### Clock wires, drivers and flops, run 1

Bar = 20 um.
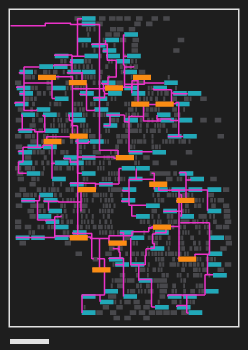
### Wire density map, run 1

23 x 32 tiles, from dark blue (low) to red (high), scaled to the fullest tile. Values are wire area over tile area, all layers added.
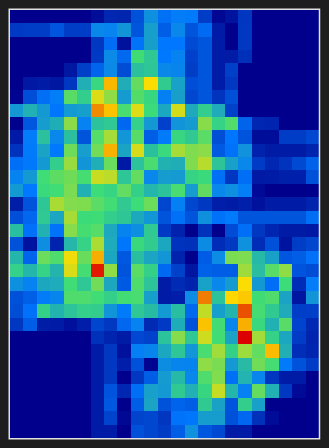
### Cells by drive strength, run 1

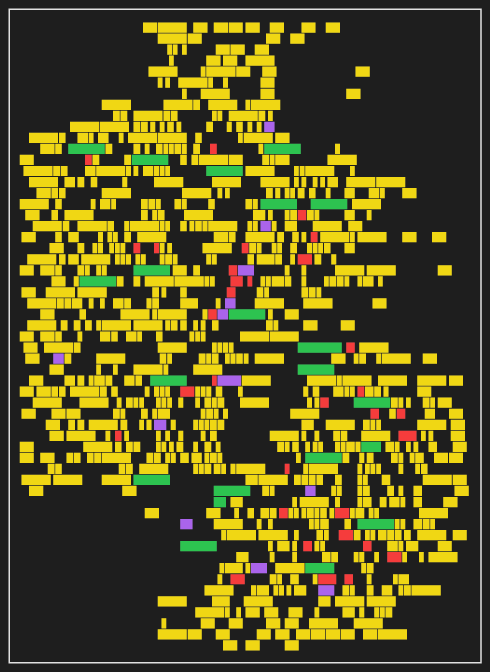
==> config.mk <==
export PLATFORM = sky130hd
export DESIGN_NAME = fetch_debug_controller
export DESIGN_NICKNAME = d
export VERILOG_FILES = /design/src/rtl/fetch_debug_controller.sv
export SDC_FILE = /design/constraint.sdc
export NUM_CORES = 1
export LEC_CHECK = 0
export ABC_AREA = 1
export CORE_ASPECT_RATIO = 1.4
export CORE_MARGIN = 2
export CORE_UTILIZATION = 30
export DETAILED_ROUTE_END_ITERATION = 6
export GPL_ROUTABILITY_DRIVEN = 0
export SLEW_MARGIN = 20
export SYNTH_ARGS = -nofsm -noshare
export SYNTH_HDL_FRONTEND = slang
export SYNTH_SLANG_ARGS = --single-unit
==> constraint.sdc <==
create_clock -name clk -period 5 [get_ports clk]
set_input_delay 0.75 -clock clk [delete_from_list [all_inputs] [get_ports clk]]
set_output_delay 0.75 -clock clk [all_outputs]
set_load 0.005 [all_outputs]
==> out/results.tsv, run 1 <==
stage	metric	value	unit
power	powerDensity	303	nW/um2
sta	final.period_utilization	0.575	
die	dieWidth	116	um
logic_synthesis	ys.flops	118	
sta	finalSetupTns	0	ps
final_layout	drive_gt1_frac	0.0793	
hold_path	hold_class	register to register	
cts	cts_hold_buf	0	
setup_path	worstSetupEndpointType	register	
die	die_area	18600	um2
status	outcome	finished clean	
final_layout	fin_cells	1056	
power	pwr-share-comb	0.020	
die	rows	57	
sta	fmax	0.348	GHz
logic_synthesis	ys_warn_count	0	
setup_path	regToRegSetupSlack	2710	ps
setup_path	arrival	3180	ps
sta	worst_pin_slew	937	ps
routing	drtIter0Drc	270	
hold_path	hold_depth	2	
setup_path	r2r_cells	7	
cts	clock_sinks	118	
setup_path	crit_type	input pin to register	
sta	rsz0062_at_grt	false	
routing	ant_nets	0	
global_routing	grt_pass1_wl	23300	um
sta	min_period	2880	ps
sta	slew_violations	0	
sta	slew_headroom	0.374	
power	internal_power	1640	uW
cts	cts-root-buf	clkbuf_16	
power	peakVddDrop	205	uV
logic_synthesis	synth_seq_share	0.449	
sta	hold_ws	466	ps
cts	cts_setup_buffers	0	
place	dp_hpwl	10000	um
setup_path	required	5310	ps
power	p_sw_frac	0.225	
routing	viasPerCell	4.57	
logic_synthesis	syn_avg_cell_area	7.38	um2
place	placed_cells_incl_taps	1025	
final_layout	regArea	2360	um2
logic_synthesis	syn_inst	713	
die	die_y	161	um
final_layout	n_antenna_cell	0	
routing	drc	0	
final_layout	fill_cells	1822	
final_layout	final_common_cell	nand2_1	
cts	htree_levels	4	
cts	cts_tree	yes	
logic_synthesis	netlist_area	5260	um2
global_routing	grt_max_degree	71	
logic_synthesis	ys_chip_area	5260	um2
global_routing	gr-total-overflow	0	
cts	cts.repair.resized	0	
setup_path	crit_path_start_kind	input pin	
power	p_switching	477	uW
sta	setup_viol	0	
cts	numCtsBuffers	17	
Notes on 'Clock wires, drivers and flops' above:
flip-flops: in cyan, count 118. clock wires: in magenta, length 1,700 um. clock drivers: in orange, count 17.
There are 18 routed clock nets. Position of the flops: widely spread.
clock group share of total power: 0.536
Late-Pin Clk Latency: 420 ps
Worst Skew: 8.82 ps

Notes on 'Wire density map' above:
The mean over all tiles is 0.12. The emptiest ninth of the die: north-east. The densest ninth of the die: west. 20% of the tiles are nearly empty. 15% of the tiles are over half the peak. The fullest tile reaches 0.47.
DRT Wirelength: 14,100 um
WL per Instance: 13.3 um
DR vias: 4,822
GRT Resource Usage Total: 0.159

Notes on 'Cells by drive strength' above:
_0 and _1 cells: in yellow, cells 755, share 92%. _6 and larger: in green, cells 21, share 2.6%. _3 and _4 cells: in purple, cells 12, share 1.5%. _2 cells: in red, cells 32, share 3.9%.
P&R area growth vs syn: 32.8%
final worst-path setup slack: 2120 ps
Repair and plain buffers: 103

run 1: synth_stat cells, drive strengths merged:
cell type    n  area, um2
o21ai       42        214
ha           4       50.1
nor3b        3       27.5
nand3       42        225
a211oi      21        158
buf         16        101
nand3b       4       30.0
nor2        95        398
nand4       12       75.1
clkbuf      11       41.3
o211a        2       20.0
nor4         3       25.0
xor2         8       70.1
a21oi       81        405
inv         78        293
a21boi       1       7.51
dfxtp      118       2360
nor3        19        121
or2          7       43.8
nand2      140        543
a41oi        1       8.76
xnor2        5       43.8
run 1: layout make-up:
cell class / count / share of cell area
clock buffers: 18 / 0.0628
multi-input cells: 490 / 0.353
clock inverters: 13 / 0.0156
repair buffers: 103 / 0.146
well taps: 236 / 0.0422
inverters: 78 / 0.0421
flip-flops and latches: 118 / 0.338
run 1: metrics by stage:
step           area, um2   util  total power, uW  setup WS, ps
2_1_floorplan       5260      -              984          3210
3_3_place_gp        6440  0.373             1000          1670
3_5_place_dp        6440  0.373             1000          1660
4_1_cts             6990  0.405             2140          2130
5_1_grt             6990  0.405             2190          1910
6_report            6990  0.405             2120          2120
run 1: cells by family after synthesis:
logic type / count (synthesis) / synth area share
AOI/OAI and AO/OA: 148 / 0.155
xor gates and xnor gates: 13 / 0.0216
adders and majority gates: 4 / 0.00951
buffers and inverters: 105 / 0.0827
DFF: 118 / 0.449
and+or+nand+nor: 325 / 0.283
run 1: per-layer routing:
layer	share of wire	wire length, um	global-route usage	vias up
met4	0.016	223	0.0563	0
met3	0.032	456	0.0389	18
met2	0.49	6960	0.264	89
met5	0	0	0	-
met1	0.46	6440	0.198	2180
li1	-	-	-	2535
run 1: critical path, cell delays in order:
cell	delay (ps)
clkdlybuf4s50_1	450
buf_4	380
inv_1	560
nand2_1	200
buf_4	400
inv_1	230
o21ai_0	120
a21oi_1	50
run 1: power by group through the flow:
| stage | Combinational (uW) | Sequential [uW] | Clock [uW] |
|---|---|---|---|
| after CTS | 42.5 | 942 | 1160 |
| after global routing | 46.5 | 941 | 1210 |
| after detailed placement | 42.6 | 962 | 0 |
| after floorplan | 22.0 | 962 | 0 |
| after global placement | 42.6 | 962 | 0 |
| final | 42.5 | 942 | 1140 |
==> run 1 -> run 2 <==
==> constraint.sdc (replaced) <==
create_clock -name clk -period 2.88 [get_ports clk]
set_input_delay 0.432 -clock clk [delete_from_list [all_inputs] [get_ports clk]]
set_output_delay 0.432 -clock clk [all_outputs]
set_load 0.005 [all_outputs]
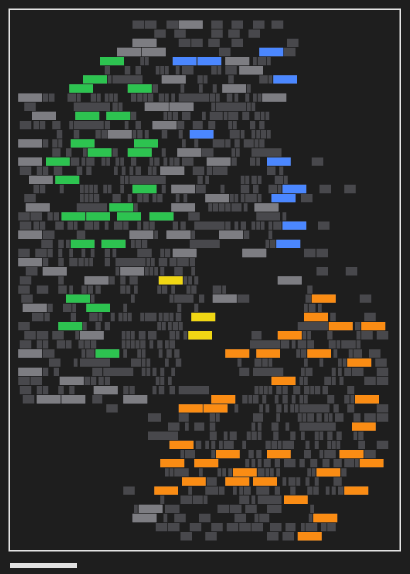
*Sequential cells grouped by signal name, run 2*
Bar = 20 um.
shift: in green, flops 24. cycle_count: in orange, flops 32. state: in yellow, flops 3. wr_addr: in blue, flops 10.
Another 49 sequential cells are not coloured.
sequential share of cell area: 0.333
Final Core Density: 0.411

==> run 2 against run 1 <==
- area after synthesis is the same
- clock power is 96% higher
- global-route usage decreased by 0.093 points
- critical path depth is the same
- register-to-register slack got worse by 1800 ps
- critical path type is now register to register
- combinational power increased by 76%
- count of clock-buffer cells in the layout fell by 1
- clock skew fell by 1.0 ps
- final cell count is 0.38% higher
- first-iteration DRC count is 1.5% lower
- utilization is 0.60 points higher
- largest power group unchanged
==> out/results.tsv, run 2 <==
stage	metric	value	unit	change
global_routing	grt_max_degree	62		-13%
cts	htree_levels	4		unchanged
power	powerDensity	556	nW/um2	+83%
sta	setup_viol	0		unchanged
setup_path	crit_type	register to register		
logic_synthesis	simple_gate_area_frac	0.283		unchanged
final_layout	n_antenna_cell	0		unchanged
final_layout	drive_gt1_frac	0.0837		+0.00447
setup_path	slowest_stage	dfxtp_1		
final_layout	syn_to_final_growth	34.8	%	
logic_synthesis	top_area_cell	dfxtp_1		
logic_synthesis	ys.flop_type	dfxtp_1		
power	p_switching	904	uW	+90%
routing	drc	0		unchanged
cts	cts.repair.resized	0		unchanged
cts	cts_setup_buffers	0		unchanged
setup_path	crit_chain	ha_1 > nand2_1 > nor3_2 > nand2_1 > o21ai_2 > o21ai_0 > nand2_1 > nor2_1		
logic_synthesis	top_cell_area_share	0.449		unchanged
power	internal_power	3040	uW	+85%
die	dieWidth	116	um	unchanged
sta	worst_pin_slew	642	ps	-295 ps
logic_synthesis	ys_sh_aoi	0.155		unchanged
sta	final.period_utilization	0.680		
setup_path	crit_top_cell	nand2_1		
global_routing	grt_pass1_wl	23300	um	about the same
power	p_sw_frac	0.229		+0.00434
power	peakVddDrop	307	uV	+50%
logic_synthesis	common_cells	nand2_1, dfxtp_1, nor2_1		
logic_synthesis	synth_seq_share	0.449		unchanged
cts	numCtsBuffers	17		unchanged
routing	viasPerCell	4.57		about the same
status	outcome	finished clean		
sta	min_period	1960	ps	
setup_path	r2r_cells	8		+1
logic_synthesis	edf_count	0		unchanged
cts	cts_tree	yes		
sta	rsz0062_at_grt	false		
setup_path	path_delay_family	simple AND/OR/NAND/NOR gates		
logic_synthesis	ys.flops	118		unchanged
setup_path	cp.buffers_inverters	0		-5
place	dp_hpwl	10300	um	+2.7%
cts	clock_sinks	118		unchanged
logic_synthesis	ys_warn_count	0		unchanged
final_layout	final_common_cell	nand2_1		
cts	cts-root-buf	clkbuf_16		
logic_synthesis	ys_sh_adder	0.00951		unchanged
routing	wirelength	14200	um	+1.1%
global_routing	grt_usage	0.158		-0.000931
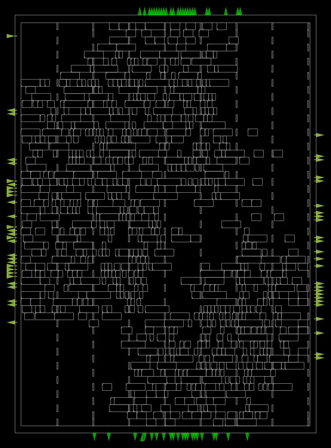
*Placed standard cells, run 2*
number of well taps: 236
Layout Cells excl Fill: 1,060
Core ar.: 17,300 um2
Placement Rows: 57
FILL cells: 1,802

run 2: netlist changes by cell type in the layout (fill, tap and decap cells not counted):
cell and change:
bufinv_16 +2, buf_4 +2, buf_12 +1, clkinv_4 -1, inv_2 +1, clkinvlp_4 +1, clkbuf_8 -1, clkinv_2 -7
inv_8 +1, inv_6 +5
run 2: worst register-to-register path: stages (launching register included):
cell	delay [ps]
dfxtp_1	460
ha_1	240
nand2_1	90
nor3_2	290
nand2_1	200
o21ai_2	340
o21ai_0	120
nand2_1	70
nor2_1	40
run 2: through the flow:
stage | util | total power, uW | worst slack (ps) | area (um2) | hold slack, ps
2_1_floorplan | - | 1710 | 1200 | 5260 | 454
3_3_place_gp | 0.375 | 1750 | 493 | 6470 | 462
3_5_place_dp | 0.375 | 1750 | 488 | 6470 | 467
4_1_cts | 0.411 | 3990 | 897 | 7090 | 476
5_1_grt | 0.411 | 4050 | 711 | 7090 | 503
6_report | 0.411 | 3940 | 921 | 7090 | 474
run 2: layout make-up:
cell class	count	area (um2)
Clock buffer	17	425
Clock inverter	15	193
Fill cell	1802	10200
Inverter	78	293
Multi-Input combinational cell	490	2470
Sequential cell	118	2360
Tap cell	236	295
Timing Repair Buffer	106	1060
run 2: cells by family after synthesis:
kind of cell	after synthesis
simple gates	325
xor+xnor	13
compound gates	148
fa+ha+maj	4
flops	118
buf+inv	105
run 2: power groups by stage:
stage / registers, uW / clock network, uW / logic, uW
floorplan: 1670 / 0 / 38.2
global placement: 1670 / 0 / 75.9
detailed placement: 1670 / 0 / 75.8
CTS: 1630 / 2280 / 75.9
global route: 1630 / 2330 / 83.5
finish: 1630 / 2230 / 74.8
run 2: metal layers:
layer / wire [um] / track usage
met1: 6360 / 0.191
met2: 7080 / 0.269
met5: 0 / 0
met3: 499 / 0.0355
met4: 291 / 0.0617
Power is estimated from default activity; no workload was simulated.
